File: src/rtl/uart_pkg.sv
// uart_pkg -- shared types, baud period table and pulse classifier for the auto-baud path.
// Rev 1.0
`default_nettype none

package uart_pkg;

  localparam int unsigned CLK_HZ = 23040000;

  typedef enum logic [2:0] {
    HUNT    = 3'd0,
    MEASURE = 3'd1,
    SETTLE  = 3'd2,
    VERIFY  = 3'd3,
    LOCKED  = 3'd4,
    FAIL    = 3'd5
  } autobaud_state_t;

  // Clocks per bit for each baud code at CLK_HZ.
  localparam logic [16:0] PERIOD [0:6] = '{
    17'd100, 17'd200, 17'd400, 17'd600, 17'd1200, 17'd2400, 17'd4800
  };

  function automatic logic [2:0] classify(input logic [16:0] n);
    if (n < 17'd150)       return 3'd0;
    else if (n < 17'd300)  return 3'd1;
    else if (n < 17'd500)  return 3'd2;
    else if (n < 17'd900)  return 3'd3;
    else if (n < 17'd1800) return 3'd4;
    else if (n < 17'd3600) return 3'd5;
    else                   return 3'd6;
  endfunction

  // Ten bit times of the selected code: one full frame of idle.
  function automatic logic [16:0] settle_target(input logic [2:0] code);
    logic [16:0] p;
    p = (code > 3'd6) ? PERIOD[6] : PERIOD[code];
    return (p << 3) + (p << 1);
  endfunction

endpackage

`default_nettype wire

File: src/rtl/uart_pulse_meas.sv
// uart_pulse_meas -- saturating low-pulse width counter with glitch/overlong flags.
// Rev 1.0
`default_nettype none

module uart_pulse_meas #(
  parameter int unsigned MIN_PULSE = 50,
  parameter int unsigned MAX_PULSE = 9000,
  parameter int unsigned CNT_W     = 17
) (
  input  logic             i_clk,
  input  logic             i_rst,
  input  logic             i_start,
  input  logic             i_clr,
  input  logic             i_en,
  output logic [CNT_W-1:0] o_cnt,
  output logic             o_glitch,
  output logic             o_over
);

  localparam logic [CNT_W-1:0] c_min_pulse = MIN_PULSE[CNT_W-1:0];
  localparam logic [CNT_W-1:0] c_max_pulse = MAX_PULSE[CNT_W-1:0];

  logic [CNT_W-1:0] cnt_q, cnt_d;

  always_comb begin
    cnt_d = cnt_q;
    if (i_start)
      cnt_d = {{(CNT_W-1){1'b0}}, 1'b1};
    else if (i_clr)
      cnt_d = '0;
    else if (i_en && (cnt_q != '1))
      cnt_d = cnt_q + 1'b1;
  end

  always_ff @(posedge i_clk) begin
    if (i_rst) cnt_q <= '0;
    else       cnt_q <= cnt_d;
  end

  assign o_cnt    = cnt_q;
  assign o_glitch = (cnt_q < c_min_pulse);
  assign o_over   = (cnt_q > c_max_pulse);

endmodule

`default_nettype wire

File: src/rtl/uart_autobaud_ctrl.sv
// uart_autobaud_ctrl -- measures the first start bit, selects the baud code, gates the
// receiver line and confirms lock on a sync char. Rev 1.0
`default_nettype none

module uart_autobaud_ctrl
  import uart_pkg::*;
#(
  parameter logic [7:0]  SYNC_CHAR = 8'h55,
  parameter int unsigned MIN_PULSE = 50,
  parameter int unsigned MAX_PULSE = 9000,
  parameter int unsigned HUNT_IDLE = 96000,
  parameter int unsigned VERIFY_TO = 2304000
) (
  input  logic        i_clk,
  input  logic        i_rst,
  input  logic        i_rx,
  input  logic        i_relock,
  input  logic [7:0]  i_char,
  input  logic        i_finished,
  output logic        o_rx,
  output logic [15:0] o_baud,
  output logic        o_locked,
  output logic [7:0]  o_err_cnt
);

  localparam logic [16:0] c_hunt_idle = HUNT_IDLE[16:0];
  localparam logic [21:0] c_verify_to = VERIFY_TO[21:0];

  autobaud_state_t state_q, state_d;
  logic [16:0] idle_cnt_q, idle_cnt_d;
  logic [16:0] settle_cnt_q, settle_cnt_d;
  logic [21:0] vto_cnt_q, vto_cnt_d;
  logic [2:0]  code_q, code_d;
  logic [7:0]  err_cnt_q, err_cnt_d;

  logic        meas_start, meas_clr, meas_en;
  logic [16:0] low_cnt;
  logic        low_glitch, low_over;

  uart_pulse_meas #(
    .MIN_PULSE (MIN_PULSE),
    .MAX_PULSE (MAX_PULSE),
    .CNT_W     (17)
  ) u_meas (
    .i_clk    (i_clk),
    .i_rst    (i_rst),
    .i_start  (meas_start),
    .i_clr    (meas_clr),
    .i_en     (meas_en),
    .o_cnt    (low_cnt),
    .o_glitch (low_glitch),
    .o_over   (low_over)
  );

  always_ff @(posedge i_clk) begin
    if (i_rst) begin
      state_q      <= HUNT;
      idle_cnt_q   <= '0;
      settle_cnt_q <= '0;
      vto_cnt_q    <= '0;
      code_q       <= 3'd6;
      err_cnt_q    <= '0;
    end else begin
      state_q      <= state_d;
      idle_cnt_q   <= idle_cnt_d;
      settle_cnt_q <= settle_cnt_d;
      vto_cnt_q    <= vto_cnt_d;
      code_q       <= code_d;
      err_cnt_q    <= err_cnt_d;
    end
  end

  always_comb begin
    state_d      = state_q;
    idle_cnt_d   = idle_cnt_q;
    settle_cnt_d = settle_cnt_q;
    vto_cnt_d    = vto_cnt_q;
    code_d       = code_q;
    err_cnt_d    = err_cnt_q;
    meas_start   = 1'b0;
    meas_clr     = 1'b0;
    meas_en      = 1'b0;

    unique case (state_q)
      HUNT: begin
        meas_clr = 1'b1;
        if (i_rx) begin
          if (idle_cnt_q != '1) idle_cnt_d = idle_cnt_q + 17'd1;
        end else begin
          idle_cnt_d = '0;
          if (idle_cnt_q >= c_hunt_idle) begin
            state_d    = MEASURE;
            meas_start = 1'b1;
            meas_clr   = 1'b0;
          end
        end
      end
      MEASURE: begin
        if (low_over) begin
          state_d = FAIL;
        end else if (!i_rx) begin
          meas_en = 1'b1;
        end else if (low_glitch) begin
          state_d = FAIL;
        end else begin
          code_d       = classify(low_cnt);
          settle_cnt_d = '0;
          state_d      = SETTLE;
        end
      end
      SETTLE: begin
        if (!i_rx) begin
          settle_cnt_d = '0;
        end else if ((settle_cnt_q + 17'd1) == settle_target(code_q)) begin
          settle_cnt_d = '0;
          vto_cnt_d    = '0;
          state_d      = VERIFY;
        end else begin
          settle_cnt_d = settle_cnt_q + 17'd1;
        end
      end
      VERIFY: begin
        // A char completing on the timeout clk still counts.
        if (i_finished) begin
          state_d = (i_char == SYNC_CHAR) ? LOCKED : FAIL;
        end else if (vto_cnt_q == c_verify_to) begin
          state_d = FAIL;
        end else begin
          vto_cnt_d = vto_cnt_q + 22'd1;
        end
      end
      LOCKED: begin
        state_d = LOCKED;
      end
      FAIL: begin
        state_d    = HUNT;
        idle_cnt_d = '0;
        if (err_cnt_q != 8'hFF) err_cnt_d = err_cnt_q + 8'd1;
      end
      default: state_d = HUNT;
    endcase

    if (i_relock) begin
      state_d      = HUNT;
      idle_cnt_d   = '0;
      settle_cnt_d = '0;
      vto_cnt_d    = '0;
      code_d       = code_q;
      meas_start   = 1'b0;
      meas_en      = 1'b0;
      meas_clr     = 1'b1;
    end
  end

  always_comb begin
    o_rx      = ((state_q == VERIFY) || (state_q == LOCKED)) ? i_rx : 1'b1;
    o_locked  = (state_q == LOCKED);
    o_baud    = {13'd0, code_q};
    o_err_cnt = err_cnt_q;
  end

endmodule

`default_nettype wire

File: config.mk
export PLATFORM = sky130hd
export DESIGN_NAME = uart_autobaud_ctrl
export DESIGN_NICKNAME = d
export VERILOG_FILES = /design/src/rtl/uart_pkg.sv /design/src/rtl/uart_pulse_meas.sv /design/src/rtl/uart_autobaud_ctrl.sv
export SDC_FILE = /design/constraint.sdc
export NUM_CORES = 1
export LEC_CHECK = 0
export CAP_MARGIN = 20
export CORE_UTILIZATION = 54
export DETAILED_ROUTE_END_ITERATION = 10
export PLACE_DENSITY = 0.85
export SLEW_MARGIN = 10
export SYNTH_ARGS = -nofsm -noshare
export SYNTH_HDL_FRONTEND = slang
export SYNTH_SLANG_ARGS = --single-unit
File: constraint.sdc
create_clock -name i_clk -period 3.65 [get_ports i_clk]
set_clock_uncertainty 0.05 [all_clocks]
set_input_delay 0.73 -clock i_clk [delete_from_list [all_inputs] [get_ports i_clk]]
set_output_delay 0.73 -clock i_clk [all_outputs]
set_load 0.05 [all_outputs]
==> run summary <==
Results of the flow run.

The run finished with clean final reports. Of the cells placed in the final design, the portion with a size suffix greater than 1 is 0.103. In this run the power spent charging and discharging nets is 0.402 mW. The wire-length estimate of the detail-placed layout is slightly below 10,000 microns. STA reports a reg2reg setup slack of between 0.06 and 0.07 ns. In this run, power in flip-flops and latches comes to roughly 0.95 mW. The global router reports that the layer with the highest usage is met2. The tally of max-capacitance violations stands at 0.

The synthesis stats list as the most numerous cell sky130_fd_sc_hd__nor2_1. The number of antenna violations at the first check in global routing stands at 0. For reference, the critical path is launched at code_q[1]$_SDFFE_PP1P_. The count of placed standard cells including taps stands at between 800 and 900.

The post-place instance area stands at 6100 sq um. The number of standard cells in the final layout excluding fillers stands at between 900 and 1,000. The layout report gives the multi-input gate share of total cell area as 0.580. Per the repair_timing log after CTS, setup buffers inserted total 1. For this design, the CTS-stage hold fixing added 0 buffers. The pin count of the biggest net entering global routing stands at 25. Per Yosys stat, the portion of area used by sequential elements is 0.304. The final worst setup slack stands at between 0.06 and 0.07 ns. Summed over all layers, the global routing overflow is 0. The final critical-path required period stands at approximately 3.6 ns. The worst stage delay on the critical path stands at between 0.5 and 0.6 ns. Looking at the VDD voltage map, the peak drop is between 0.00015 and 0.0002 V.

Per the STA report, the cell with the highest stage delay on the worst path is sky130_fd_sc_hd__fa_1. The top fanout value on the critical path stands at 5. The number of buffers and inverters on the critical path stands at 3.

In the final design, more cell area goes to multi-input combinational cells than to any other class. The worst register-to-register path depth is 15. The number of filler instances in the final layout stands at roughly 900. The script computed a power per unit cell area of between 200 and 300 nW/um^2. In this run, the synthesized area fraction spent on xor and xnor cells is recorded as 0.0835. The overall die area stands at about 11,000 sq um. The depth of the worst hold-timing path stands at 1. The area fraction in compound gates after synthesis stands at 0.184. The clock-pin slew on the worst setup and hold paths stands at approximately 0.090 ns. The worst setup path is captured at a flip-flop. The number of well-tap cells placed stands at around 140.

The signal on the critical path passes through inv_4 -> ha_4 -> nor2b_4 -> nand2b_4 -> inv_2 -> fa_1 -> xnor2_2 -> mux2_4 -> o22ai_2 -> o2111ai_2 -> a2111oi_4 -> nand4_4 -> a21oi_4 -> clkbuf_16 -> a31oi_1. Per the detail_route log, met2 wirelength is 6780 microns. The first global-routing pass estimated approximately 23,000 microns of wire. In the global route stage, met1 resource usage came out at 0.317.

In the final layout, the clock buffer count is 11. The combined area of all synthesized cells stands at between 5000 and 6000 sq um. In this run the worst hold path is classified as reg2reg.

The switching share of total power stands at 0.236. The cell-mix breakdown from Yosys lists the adder-cell area share as 0.0485. Internal power comes to 1.30 mW. In the final report, the number of pins over their slew limit comes to 0. The distinct cell type count of the synthesized netlist stands at around 73. In this run, synthesis inferred 0 flip-flops with an integrated enable. In this run the tool buffered the top-level ports with 25 buffer cells. The number of cell instances after yosys synthesis stands at between 700 and 800. TritonCTS built the clock tree.

Yosys reports the multiplexer fraction of the synthesized area as 0.0197. sky130_fd_sc_hd__dfxtp_1 takes more of the synthesized area than any other cell. The number of ports placed on the die boundary stands at 39. Yosys shows that the main logic family after synthesis is simple AND/OR/NAND/NOR gates. The area taken by flip-flops and latches stands at approximately 1800 sq um. The H-tree depth reported by CTS stands at 3. The total leakage power stands at about 2.2 nW. For this run, the leading register cell type out of synthesis is sky130_fd_sc_hd__dfxtp_1. Setup repair after global routing could not meet its margin everywhere.

Routing resource usage on met2 recorded by global route was 0.442. Per the timing report, the achievable frequency comes out to about 280 MHz. The total of endpoints with negative setup slack in the final report stands at 0.

According to the Yosys statistics, the synthesized design has a chip area of 5720 sq um. Once the clock tree was built, the resizer swapped 0 gates to a different size. The synthesis report gives the async set-or-reset register share as 0. The area fraction in and, or, nand and nor cells after synthesis stands at 0.296. Measured on the final layout, the clock distribution area share stands at 0.0304. The critical path endpoint has a required time of 3.84 ns. The logic depth of the worst setup path including buffers stands at 15.

The x dimension of the die stands at ~100 microns. By startpoint and endpoint, the worst setup path is classified as reg2reg. The total power stands at approximately 1.7 mW. Ranking logic cells in the layout by count gives the top entries sky130_fd_sc_hd__nor2_1, sky130_fd_sc_hd__dfxtp_1, sky130_fd_sc_hd__nand2_1. The pin closest to its max-slew limit shows a slew of between 1 and 1.5 ns.
**Layout detail**

Region (32, 32) to (72, 72) microns. Cells in grey, sequential cells in the stronger grey; small squares are vias.
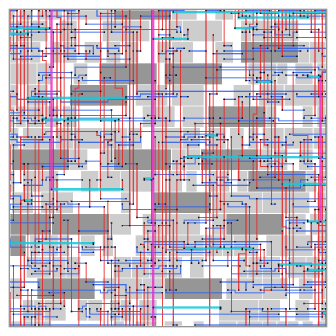
layer	colour
met4	magenta
met1	blue
met2	red
met3	cyan
sequential cells in the window	15
cells with their middle in the window	150
most frequent	nand2_1 (19), dfxtp_1 (15)
netlist names of flops here include	`settle_cnt_q` (9), `state_q` (3), `vto_cnt_q` (2)

**Clock network drawn from the DEF**

Scale bar: 20 microns.
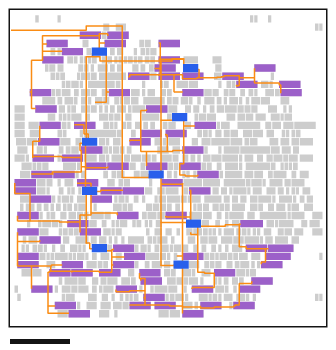
[flip-flops] purple | count: 87
[cells driving clock nets] blue | count: 9
[clock wires] orange | length: 1,060 microns
flops lie	widely spread
clock share of power: 0.401
Latency at later pin: 0.37 ns

**Signal metal coverage by tile**

Scale bar: 20 microns. The die is cut into 21 by 21 equal tiles; white is low, dark blue is high, scaled to the fullest tile. Values are wire area over tile area, all layers added.
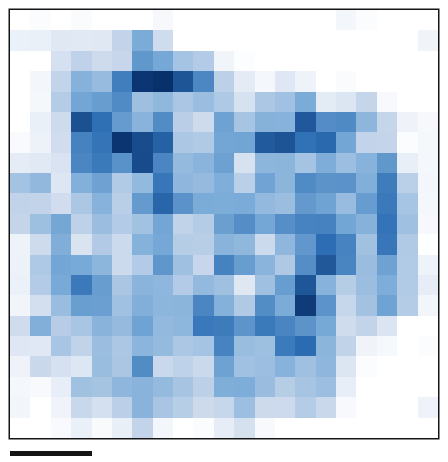
fullest tile	0.63
mean over tiles	0.20
nearly empty tiles	18%
emptiest ninth of the die	upper right
tiles over half the peak	23%
overall via count from detail_route: 5,476
detail-routed net length per standard cell: 15.2 microns
GRT Overall Usage: 0.251
Total Wirelength: 13,800 microns

No activity file was given, so power comes from the tool's default toggle rates.
